<file path="config.mk">
export PLATFORM = sky130hd
export DESIGN_NAME = piso_tx_ctrl
export DESIGN_NICKNAME = d
export VERILOG_FILES = /design/src/rtl/piso_pkg.sv /design/src/rtl/piso_shift.sv /design/src/rtl/piso_tx_ctrl.sv
export SDC_FILE = /design/constraint.sdc
export NUM_CORES = 1
export LEC_CHECK = 0
export CAP_MARGIN = 15
export CORE_AREA = 4 4 47 49
export DETAILED_ROUTE_END_ITERATION = 10
export DIE_AREA = 0 0 51 53
export GPL_TIMING_DRIVEN = 0
export HOLD_SLACK_MARGIN = 0.05
export MAX_ROUTING_LAYER = met4
export PLACE_DENSITY_LB_ADDON = 0.08
export SYNTH_ARGS = -nofsm -noshare
export SYNTH_HDL_FRONTEND = slang
export SYNTH_HIERARCHICAL = 1
export SYNTH_SLANG_ARGS = --single-unit
</file>
<file path="constraint.sdc">
create_clock -name clk -period 1.91 [get_ports clk]
set_input_delay 0.382 -clock clk [delete_from_list [all_inputs] [get_ports clk]]
set_output_delay 0.382 -clock clk [all_outputs]
set_load 0.02 [all_outputs]
</file>
<file path="src/rtl/piso_pkg.sv">
// Shared definitions for the framed serial transmit controller:
// state encoding, line idle level and a counter-width helper.
package piso_pkg;

  localparam int ST_W = 3;

  typedef enum logic [ST_W-1:0] {
    ST_IDLE   = 3'd0,
    ST_START  = 3'd1,
    ST_DATA   = 3'd2,
    ST_PARITY = 3'd3,
    ST_STOP   = 3'd4
  } state_e;

  localparam logic LINE_IDLE = 1'b1;

  // Width of a counter spanning 0..n-1, never narrower than 1 bit.
  function automatic int cnt_w(input int n);
    return (n > 1) ? $clog2(n) : 1;
  endfunction

endpackage

</file>
<file path="src/rtl/piso_shift.sv">
// WIDTH-bit right-shift register feeding the serial line.
// Ports: clk, rst (async active-low), ld (load in, wins over sh),
// sh (shift right, 0 fill), in (parallel word), q (bit 0).
module piso_shift
  import piso_pkg::*;
#(
  parameter int WIDTH = 4
) (
  input  logic             clk,
  input  logic             rst,
  input  logic             ld,
  input  logic             sh,
  input  logic [WIDTH-1:0] in,
  output logic             q
);

  logic [WIDTH-1:0] sr_q;

  always_ff @(posedge clk or negedge rst) begin
    if (!rst) begin
      sr_q <= '0;
    end else if (ld) begin
      sr_q <= in;
    end else if (sh) begin
      sr_q <= sr_q >> 1;
    end
  end

  assign q = sr_q[0];

endmodule

</file>
<file path="src/rtl/piso_tx_ctrl.sv">
// Framed serial transmitter: start, WIDTH data bits LSB-first,
// optional even parity, stop. Each bit lasts CLKS_PER_BIT clocks.
// Ports: clk, rst (async active-low), in_data/in_valid/in_ready
// (producer handshake), ser_out (idle high), busy, done (1-cycle).
module piso_tx_ctrl
  import piso_pkg::*;
#(
  parameter int WIDTH        = 4,
  parameter int CLKS_PER_BIT = 4,
  parameter int PARITY_EN    = 1
) (
  input  logic             clk,
  input  logic             rst,
  input  logic [WIDTH-1:0] in_data,
  input  logic             in_valid,
  output logic             in_ready,
  output logic             ser_out,
  output logic             busy,
  output logic             done
);

  localparam int DIV_W = cnt_w(CLKS_PER_BIT);
  localparam int CNT_W = cnt_w(WIDTH);

  localparam logic [DIV_W-1:0] DIV_LAST =
    DIV_W'(CLKS_PER_BIT - 1);
  localparam logic [CNT_W-1:0] CNT_LAST =
    CNT_W'(WIDTH - 1);

  state_e           state_q, state_d;
  logic [DIV_W-1:0] div_q, div_d;
  logic [CNT_W-1:0] cnt_q, cnt_d;
  logic             par_q, par_d;
  logic             ser_q, ser_d;
  logic             rdy_q, rdy_d;
  logic             busy_q, busy_d;
  logic             done_q, done_d;

  logic sr_ld;
  logic sr_sh;
  logic sr_bit;
  logic bit_end;

  piso_shift #(
    .WIDTH(WIDTH)
  ) u_shift (
    .clk(clk),
    .rst(rst),
    .ld (sr_ld),
    .sh (sr_sh),
    .in (in_data),
    .q  (sr_bit)
  );

  assign bit_end = (div_q == DIV_LAST);

  always_ff @(posedge clk or negedge rst) begin
    if (!rst) begin
      state_q <= ST_IDLE;
      div_q   <= '0;
      cnt_q   <= '0;
      par_q   <= 1'b0;
      ser_q   <= LINE_IDLE;
      rdy_q   <= 1'b1;
      busy_q  <= 1'b0;
      done_q  <= 1'b0;
    end else begin
      state_q <= state_d;
      div_q   <= div_d;
      cnt_q   <= cnt_d;
      par_q   <= par_d;
      ser_q   <= ser_d;
      rdy_q   <= rdy_d;
      busy_q  <= busy_d;
      done_q  <= done_d;
    end
  end

  // ser_out is registered, so each data bit is captured from
  // bit 0 on the edge that starts it, and the register shifts on
  // that same edge to stage the following bit in bit 0.
  always_comb begin
    state_d = state_q;
    div_d   = div_q;
    cnt_d   = cnt_q;
    par_d   = par_q;
    ser_d   = ser_q;
    rdy_d   = rdy_q;
    busy_d  = busy_q;
    done_d  = 1'b0;
    sr_ld   = 1'b0;
    sr_sh   = 1'b0;

    if (state_q != ST_IDLE) begin
      div_d = bit_end ? '0 : DIV_W'(div_q + 1'b1);
    end

    case (state_q)
      ST_IDLE: begin
        ser_d  = LINE_IDLE;
        rdy_d  = 1'b1;
        busy_d = 1'b0;
        if (in_valid && rdy_q) begin
          sr_ld   = 1'b1;
          par_d   = ^in_data;
          state_d = ST_START;
          div_d   = '0;
          ser_d   = 1'b0;
          rdy_d   = 1'b0;
          busy_d  = 1'b1;
        end
      end
      ST_START: begin
        if (bit_end) begin
          state_d = ST_DATA;
          cnt_d   = '0;
          ser_d   = sr_bit;
          sr_sh   = 1'b1;
        end
      end
      ST_DATA: begin
        if (bit_end) begin
          if (cnt_q == CNT_LAST) begin
            if (PARITY_EN != 0) begin
              state_d = ST_PARITY;
              ser_d   = par_q;
            end else begin
              state_d = ST_STOP;
              ser_d   = LINE_IDLE;
            end
          end else begin
            cnt_d = CNT_W'(cnt_q + 1'b1);
            ser_d = sr_bit;
            sr_sh = 1'b1;
          end
        end
      end
      ST_PARITY: begin
        if (bit_end) begin
          state_d = ST_STOP;
          ser_d   = LINE_IDLE;
        end
      end
      ST_STOP: begin
        if (bit_end) begin
          state_d = ST_IDLE;
          ser_d   = LINE_IDLE;
          rdy_d   = 1'b1;
          busy_d  = 1'b0;
          done_d  = 1'b1;
        end
      end
      default: begin
        state_d = ST_IDLE;
        ser_d   = LINE_IDLE;
        rdy_d   = 1'b1;
        busy_d  = 1'b0;
      end
    endcase
  end

  assign in_ready = rdy_q;
  assign ser_out  = ser_q;
  assign busy     = busy_q;
  assign done     = done_q;

endmodule

</file>
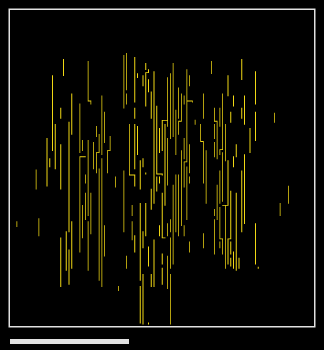
Fig. 1. M2 wires (run 1).
Bar = 20 um.
- wire length on this layer: 870 um
- main direction: vertical
via count: 703
global-route track usage on met2: 27.68%
detailed-route wire length: 1747 um

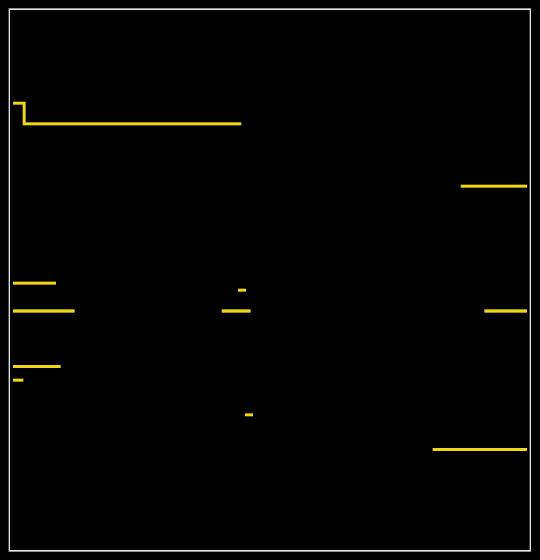
Fig. 2. The metal 3 layer (run 1).
- main direction: horizontal
- longest straight run: 21.2 um
met3 track utilization from global routing: 3.380%

==> summary.txt, run 1 <==
Implementation results.

The global routing stage identified its most utilized layer as met2. The number of antenna violations at the first check in global routing is 0. The report lists the number of cells resized after CTS as 0. The detailed placement HPWL is 1284 um. The overall chip area is 2703 sq um. The floorplan step records an initial core utilization of 48.99%.

The worst-case max-slew headroom was logged as 51.69%. The flow reports that sequential cells draw 34.8% of the design power. The run finished with clean final reports.

The cell sitting at the root of the clock tree is a sky130_fd_sc_hd__clkbuf_4. The total combinational power is between 0.0009 and 0.001 W. The clock network takes up between 3 and 4% of total cell area after layout. The arrival time at the worst endpoint is 1.48 ns. Ranked by flip-flop count, first place goes to u_shift/sr_q.

The inverter count of the layout excluding clock inverters is 1. Per the repair_timing log after CTS, setup buffers inserted total 0. The port buffer count is 10.

The destination of the worst register-to-register timing path is u_shift/sr_q[1]. The net count of the finished layout is approximately 110. Counting every instance in the synthesized netlist gives 88.

The number of sequential cells in the layout is 16. In this run, power in flip-flops and latches comes to 0.000606 W. The aoi/oai-family share of the synthesized area is between 15 and 20%.

The largest registers in the layout are u_shift/sr_q: 4 flops, state_q: 3 flops. The flow reports an fmax of 537.7 MHz. After routing the design area is 1082 sq um.

The tally of OpenROAD warnings is 26. The leakage dissipation is 0.4363 nW. The initialized floorplan defines 16 standard-cell rows.

The count of routing violations after the opening detailed-route iteration is 4. The transition time recorded at the tightest slew-check pin is 0.7224 ns. The DRC violation count after routing is 0. By area the synthesized netlist is led by sky130_fd_sc_hd__dfrtp_1 38%, sky130_fd_sc_hd__dfstp_2 5.8%, sky130_fd_sc_hd__mux2i_1 5.5%.

In the post-route analysis, the smallest setup slack over all paths is around 0.050 ns. The uppermost layer routed is met4. In the final layout, excluding clock buffers the buffer count is 16. Net switching is about two fifths of the power. The switching power is 0.0006956 W. The placed instance area is 1046 sq um.

The flow reports power dissipated in the clock network as 0.000232 W. The storage element area is about 400 sq um. Per STA, the startpoint of the critical path is in_ready. The design draws 0.001743 W. By count the netlist is led by 14 x sky130_fd_sc_hd__dfrtp_1, 8 x sky130_fd_sc_hd__nand2_1, 7 x sky130_fd_sc_hd__nor2_1. Of the cells placed in the final design, the portion with a size suffix greater than 1 is 19.61%. The layout contains a multi-input combinational cell count of 65. The type of element capturing the critical path is a primary output. The critical path ends at in_ready. The most used standard cell by instance count after synthesis is sky130_fd_sc_hd__dfrtp_1. The post-synth count of flops with an enable pin is 0. The launching point of the worst reg2reg path is div_q[0]. The total inserted antenna cells is 0.

For the finished layout, the period the worst path requires is about 1.9 ns. For the worst setup path, the data required time is 1.53 ns. The non-clock buffering overhead in the final layout is 13.06%. The horizontal die size is 51 um. The via count of the first global-routing pass is 737. The flip-flop count of the largest register, all copies and words added is 4. Combinational logic is responsible for 51.9% of the overall power. The worst register-to-register path has a setup slack of 0.27 ns.

Per the cell usage report, the commonest logic cells after layout are 14 x sky130_fd_sc_hd__dfrtp_1, 10 x sky130_fd_sc_hd__clkdlybuf4s50_1, 8 x sky130_fd_sc_hd__nand2_1, 7 x sky130_fd_sc_hd__nor2_1, 6 x sky130_fd_sc_hd__o21ai_0. Measured along the y axis, the die boundary spans around 53 um. The internal portion of the total power is 0.001047 W. The global placement routability congestion is 0.7656. Counting pins that exceed their max-slew limit in the final report gives 0. The later-pin clock latency in the skew report is roughly 0.29 ns.

Per the timing report, the biggest fanout along the worst path comes to 6. Per the synthesis report, the dominant area consumer among library cells is sky130_fd_sc_hd__dfrtp_1. Yosys reports a chip area of between 900 and 1000 sq um. The post-synthesis cell count from yosys is 88. The synthesized netlist devotes 3.841% of its cell area to XOR and XNOR gates. The sequential cell area share is 37.23%.

The placed instance count is 125. No sink is reached through more buffers than the 2 on the longest clock path. In the final routing, the length of wire on met1 measures about 790 um. The number of nets produced by synthesis is slightly below 100.

The first-pass GRT wire length is 3229 um. The most area-hungry cell class in the final design is logic gates. Clock buffers in the final layout number 4.

The cell type of the slowest stage on the worst timing path is sky130_fd_sc_hd__clkdlybuf4s50_1. In this run the number of cells on the critical path is 1. The flow measured a signed area growth from synthesis to layout of 18.66%. Per the synth stats, the proportion of register bits with asynchronous set or reset is 100.0%.

The cell sequence reported for the critical path is clkdlybuf4s50_1. In the Yosys stats the netlist draws on 34 distinct library cells. The worst path uses 97.37% of the clock period.

Summed over all nets, wire length on met3 after detailed routing comes to 60 um. The number of H-tree levels is 1. The total congestion overflow after global routing is 0. The TritonCTS sink count is 16. Logic depth along the worst register-to-register path is recorded as 6. The largest combinational cell category by area is simple AND/OR/NAND/NOR gates. At the placement stage, the worst setup path has a slack of 0.1840 ns.

The flow inserted 27 tap cells.
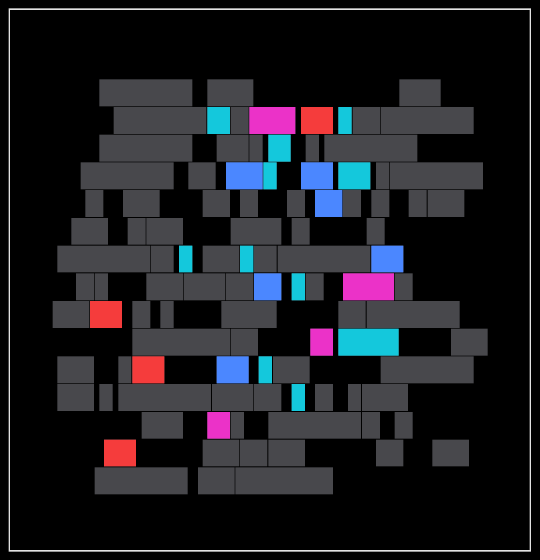
Fig. 3. Gate families picked out (run 1).
- magenta: and/or cells (cells 4)
- blue: non-inverting ao/oa cells (cells 6; where middle)
- cyan: nor cells (cells 11)
- red: xor and xnor cells (cells 4)
Top cell excl fill/tap: sky130_fd_sc_hd__dfrtp_1
multi-input gate share of the layout cell area: 42.89%

==> inputs of run 2 (changes only) <==
- SLEW_MARGIN: unset -> 5
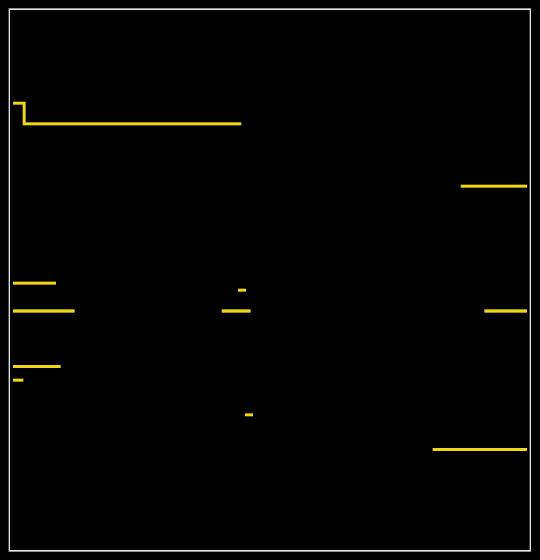
Fig. 4. The metal 3 layer (run 2).
- longest straight run: 21.2 um
- nets with wire on the layer: 9

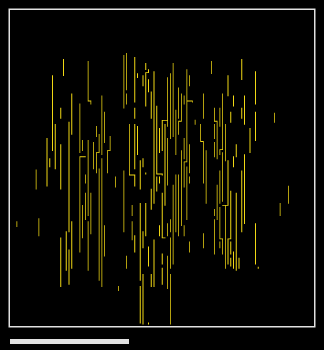
Fig. 5. M2 wires (run 2).
Bar = 20 um.
- wire length on this layer: 870 um
- longest straight run: 22.1 um
- share of all routed wire: 50%
- main direction: vertical

==> run 2 against run 1 <==
  * Clock skew stayed put
  * Largest power group unchanged
  * Highest routed layer unchanged
  * Sequential power about the same
  * Routed wire length is the same
  * Total power stayed put
  * Critical endpoint unchanged
  * Hold slack unchanged
==> summary.txt, run 2 <==
Implementation results.

The uppermost layer routed is met4. Per the timing report, the achievable frequency comes out to approximately 540 MHz. The gate-level netlist out of Yosys references 34 unique cell types. The well-tap cell count is 27.

Per the OpenROAD power report, leakage power amounts to 0.4363 nW. The number of nets in the layout is 112. The synthesized design contains 0 enable-type register cells. The TritonCTS sink count is 16. The flow ran to the end, and the final reports show no timing, DRC or antenna violations. The synthesized netlist handed to floorplanning was reported with a cell count of roughly 90. After detailed routing, the met3 layer carries 60 um of wire. The actual slew at the worst max-slew pin is 0.7224 ns. The reg-to-reg setup timing slack is 0.27 ns.

The cell type of the slowest stage on the worst timing path is sky130_fd_sc_hd__clkdlybuf4s50_1. The register with the highest flop count is u_shift/sr_q. The final instance area is 1082 sq um. The OpenROAD report gives the critical path a required time of 1.53 ns. The non-clock buffering overhead in the final layout is around an eighth. Measured along the y axis, the die boundary spans 53 um. In this run the clock root is driven by a sky130_fd_sc_hd__clkbuf_4. The clock network consumes a total of roughly 0.00023 W. For this run, global-route usage on met2 was measured as 27.68%. The cell-mix breakdown from Yosys lists the compound-gate area share as between 10% and 20%. The number of setup buffers added after CTS is 0. Of the available clock period, the critical path in the final layout requires 97.37%. Overall power consumption after layout is estimated at 0.001743 W.

Per the log, the first TritonRoute iteration ended with a DRC count of 4. For reference, XOR and XNOR gates occupy just under 4% of the area reported after synthesis. In the final layout, excluding clock buffers the buffer count is 16.

The signal on the critical path passes through clkdlybuf4s50_1. Once placement finished, the instance area stood at approximately 1000 sq um. The layout contains a multi-input combinational cell count of 65. The sequential power share is 34.8%. The report lists the number of cells resized after CTS as 0.

The sequential cell area share is 37.23%. The synth_stat.txt file lists the number of cells as roughly 88. Power attributed to sequential cells is 0.000606 W. Looking at the clock tree report, the maximum root-to-sink buffer count equals 2. The horizontal die size is just over 50 um. All stages included, the depth of the critical timing path comes to 1. The flip-flop count of the largest register, all copies and words added is 4. The starting utilization of the core area is 48.99%. In the routed design, unresolved DRC markers number 0. The number of H-tree levels is 1.

The async set or reset register ratio after synthesis is 100.0%. The internal power of the cells is 0.001047 W. In the placement report, post-DP HPWL is listed as 1284 um. The post-synthesis to final-layout area growth is 18.66%.

The type of element capturing the critical path is a primary output. The library cell used most frequently in the layout, excluding fill and tap cells, is sky130_fd_sc_hd__dfrtp_1. For reference, the critical path is captured by in_ready.

After synthesis, the most frequently instantiated cells are 14 x sky130_fd_sc_hd__dfrtp_1, 8 x sky130_fd_sc_hd__nand2_1, 7 x sky130_fd_sc_hd__nor2_1. Including well taps, the total number of placed cells is 125. The layout report gives the multi-input gate share of total cell area as 42.89%.

The first-pass GRT wire length is approximately 3200 um. The global routing stage identified its most utilized layer as met2. By area the synthesized netlist is led by sky130_fd_sc_hd__dfrtp_1 38%, sky130_fd_sc_hd__dfstp_2 5.8%, sky130_fd_sc_hd__mux2i_1 5.5%.

After detailed routing, the wire length on met1 is 790 um. The number of cells on the worst reg-to-reg path is 6. The pre-CTS worst setup slack is roughly 0.18 ns. The arrival time at the worst endpoint is 1.48 ns. The floorplan step defined a die boundary enclosing 2703 sq um.

In the final layout, the registers with the most flip-flops are u_shift/sr_q: 4 flops, state_q: 3 flops. The launching point of the worst reg2reg path is div_q[0]. Among all cell classes, the greatest summed area belongs to logic gates. The number of max-slew violations in the final report is 0. The time the final worst path needs with I/O delays and setup is 1.860 ns.

According to the floorplan log, the row count is 16. Among the non-sequential cells, simple AND/OR/NAND/NOR gates take the most area. The inverter count of the layout excluding clock inverters is 1. Across the whole layout, storage elements account for 402.9 sq um. The global placement routability congestion is ~0.77.

The fraction of power consumed by combinational cells is between 50% and 60%.
==> inputs of run 3 (changes only) <==
- CORE_AREA: 4 4 47 49 -> 4 4 55 45
- DIE_AREA: 0 0 51 53 -> 0 0 59 49
- SYNTH_HIERARCHICAL: 1 -> unset
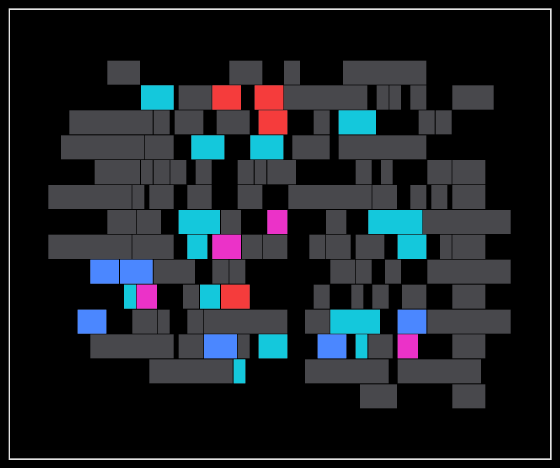
Fig. 6. Gate families picked out (run 3).
- blue: non-inverting ao/oa cells (cells 6)
- magenta: and/or cells (cells 4; where middle)
- red: xor and xnor cells (cells 4; where top middle)
- cyan: nor cells (cells 14)

==> run 3 against run 2 <==
  * Design area grew 7.7%
  * Worst setup slack better by 0.018 ns
  * Clock skew up 0.0016 ns
  * Via count up 10%
  * Register-to-register slack gained 0.05 ns
  * Routed wire length rose by 17%
  * Maximum frequency is 0.96% higher
  * Die area increased by 7.0%
  * Cell count grew 7.0%
  * Critical endpoint unchanged
  * Largest cell class unchanged
==> summary.txt, run 3 <==
Implementation results.

The worst hold path begins at in_ready. The area fraction of clock buffers and clock inverters is just over 3%. The net switching power in the latest report is 0.0008108 W. The clock buffer instance count of the final layout is 4. For this run, the detailed router reports a per-instance via density of about 5.6.

Warnings raised by the tools during the run amount to 27. OpenSTA, run right after detailed placement, puts the worst setup slack at 0.2995 ns. The non-clock buffering overhead in the final layout is 13.52%. The global routing usage on met1 is 24.31%. The worst hold path cell count is 2.

The later-pin clock latency in the skew report is 0.29 ns. The number of buffers added by the clock tree synthesis step is 3. The reg-to-reg setup timing slack is 0.32 ns. The placed instance area is 1130 sq um. The commonest register cell is sky130_fd_sc_hd__dfrtp_1.

The starting utilization of the core area is 51.88%. The via count of the first global-routing pass is 740. The number of cells on the worst reg-to-reg path is 5. The CTS tree is built. Of the total power, registers draw between 30% and 40%. Of all nets on the critical path, the largest fanout is 4. The count of routing violations after the opening detailed-route iteration is 33. At floorplan, the net count of the design was reported as 110. The tree built by TritonCTS fans out to 16 sinks. The wire length on met2 is 870 um. In this run, power in flip-flops and latches comes to between 0.0006 and 0.0007 W. The number of rows in the core area is 14. Per STA, the worst path is made up of clkdlybuf4s50_1. Headroom to the max-slew limit came out at 52.74%.

No sink is reached through more buffers than the 2 on the longest clock path. In this run, the synthesized area fraction spent on xor and xnor cells is recorded as 3.504%. The portion of the clock cycle consumed by the worst path in the final layout is 96.45%.

The post-synth count of flops with an enable pin is 0. The worst clock skew is 0.005480 ns. The ratio of total power to cell area is 1619 nW/um^2.

The number of H-tree levels is 1. The global placement routability congestion is 0.8434. The detailed placement HPWL is approximately 1500 um. Sorting the Yosys area breakdown by cell type puts at the top sky130_fd_sc_hd__dfrtp_1. The switching share of total power is between 40 and 50%. The number of antenna violations at the first check in global routing is 0. The leakage dissipation is 0.4710 nW. Among all stages on the critical path, the largest delay is contributed by sky130_fd_sc_hd__clkdlybuf4s50_1. The total inserted antenna cells is 0. The storage element area is slightly above 400 sq um.

The worst path meets setup with 0.06780 ns of slack. The aoi/oai-family share of the synthesized area is 22.15%. The fraction of final layout cells sized beyond drive strength 1 is slightly below 20%. The flow ran to the end, and the final reports show no timing, DRC or antenna violations.

On the reported timing paths, the clock transition at the registers reads about 0.10 ns. Per the cell usage report, the commonest logic cells after layout are 14 x sky130_fd_sc_hd__dfrtp_1, 10 x sky130_fd_sc_hd__clkdlybuf4s50_1, 8 x sky130_fd_sc_hd__nand2_1, 7 x sky130_fd_sc_hd__nand3_1, 7 x sky130_fd_sc_hd__o21ai_1. Per the timing report, the most critical flop-to-flop path originates at div_q[0]. Excluding fillers, the count of instances in the completed layout stands at about 140.

The final timing report derives a shortest allowable period of 1.842 ns. Sorting the synthesis cell report by count puts at the top sky130_fd_sc_hd__dfrtp_1. Per the CTS log, the root buffer master is sky130_fd_sc_hd__clkbuf_4. For the worst setup path, the data required time is 1.53 ns. The fraction of met2 tracks used by global routing is 20.77%.

The multi-input gate count is 74. In the global route stage, overall resource usage came out at 16.33%. The largest register by flop count is u_shift.sr_q. The first global-routing pass estimated ~3500 um of wire. The number of max-slew violations in the final report is 0. By count the netlist is led by 14 x sky130_fd_sc_hd__dfrtp_1, 8 x sky130_fd_sc_hd__nand2_1, 7 x sky130_fd_sc_hd__nand3_1, 7 x sky130_fd_sc_hd__o21ai_1. The number of fill cells in the layout is 180. The power consumed by the clock network is 0.000227 W. The final hold slack is 0.4861 ns. The routed length on met3 is between 100 and 150 um. The area of the core is 1927 sq um.

The buffer count excluding the clock tree in the final layout is 18. The detailed placer reported the number of placed instances as 134. The total combinational power is 0.00105 W. The port buffer count is 10. The endpoint of the worst setup timing path is in_ready.

The worst setup path is captured at a primary output. The area growth from synthesis to layout is 16.65%. After synthesis, the design contains 100 cells according to Yosys. For this run, the top clock speed supported by timing is 542.8 MHz. Once synthesis finished, the tally of register bits stood at 16. STA puts the critical path data arrival time at around 1.5 ns. The category of the critical setup timing path is reg -> out. The worst hold path belongs to the class reg -> reg. The most used routing layer is met1. In the post-synthesis netlist, the biggest area contributors are sky130_fd_sc_hd__dfrtp_1 35%, sky130_fd_sc_hd__dfstp_2 5.3%, sky130_fd_sc_hd__ha_1 3.8%. Per the GRT congestion report, total overflow comes to 0. The number of nets in the layout is around 130. The uppermost layer routed is met4. The number of sequential cells in the layout is 16. STA lists the endpoint of the worst register-to-register path as cnt_q[1]. The post-cts resize count is 0. The run reported a max-capacitance violation count of 0. The internal power of the cells is ~0.0011 W. The horizontal die size is between 50 and 60 um. The fraction of power consumed by combinational cells is 55.7%. Grouping non-sequential cells by family puts the most area in simple AND/OR/NAND/NOR gates. Per the detail_route report, DRC violations left total 0. Measured along the y axis, the die boundary spans 49 um. The largest registers in the layout are u_shift.sr_q: 4 flops, state_q: 3 flops. The register with the most flip-flops in the layout has 4 of them. The most used logic cell in the final layout is sky130_fd_sc_hd__dfrtp_1. The clock network accounts for between 10% and 20% of the total power. The synthesized netlist has a Yosys-reported chip area of 999.7 sq um. The Yosys step of the flow raised 0 warnings. The multi-input combinational cell area is 531.8 sq um. The synthesized instance count is 100. The async set or reset register ratio after synthesis is 100.0%.

The final instance area is 1166 sq um. In the final layout, multi-input gates take up 45.60% of the cell area. Looking at the max-slew report, the worst-margin pin has a slew of roughly 0.71 ns. The power after layout is 0.001888 W. The overall die size recorded for this design is 2891 sq um. The inverter count of the layout excluding clock inverters is 2. The nature of the critical path startpoint is a flip-flop. For reference, the critical path is launched at in_ready.

Of the synthesized area, sequential elements account for 40.30%. The depth of the critical timing path with buffers and inverters included is 1. After clock tree synthesis, the setup repair step added 0 buffers. The number of iterations in the first detailed-routing pass is 4.

The sequential cell area share is 34.55%. The flow inserted 24 tap cells. The detailed router put a total of 1007 um of wire on met1.

The count of unique library cells instantiated by Yosys is 37. By area, the class that comes first in the final layout consists of logic gates.
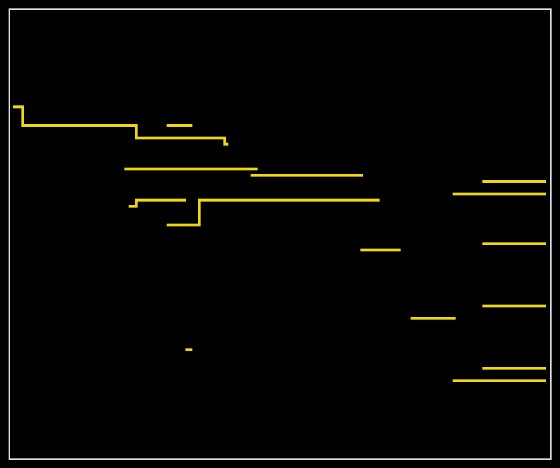
Fig. 7. The metal 3 layer (run 3).
- longest straight run: 19.5 um
- nets with wire on the layer: 14
- main direction: horizontal
- wire length on this layer: 144 um
- share of all routed wire: 7.0%
via count: 775
met3 track utilization from global routing: 5.026%
detailed-route wire length: 2047 um

Power is estimated from default activity; no workload was simulated.
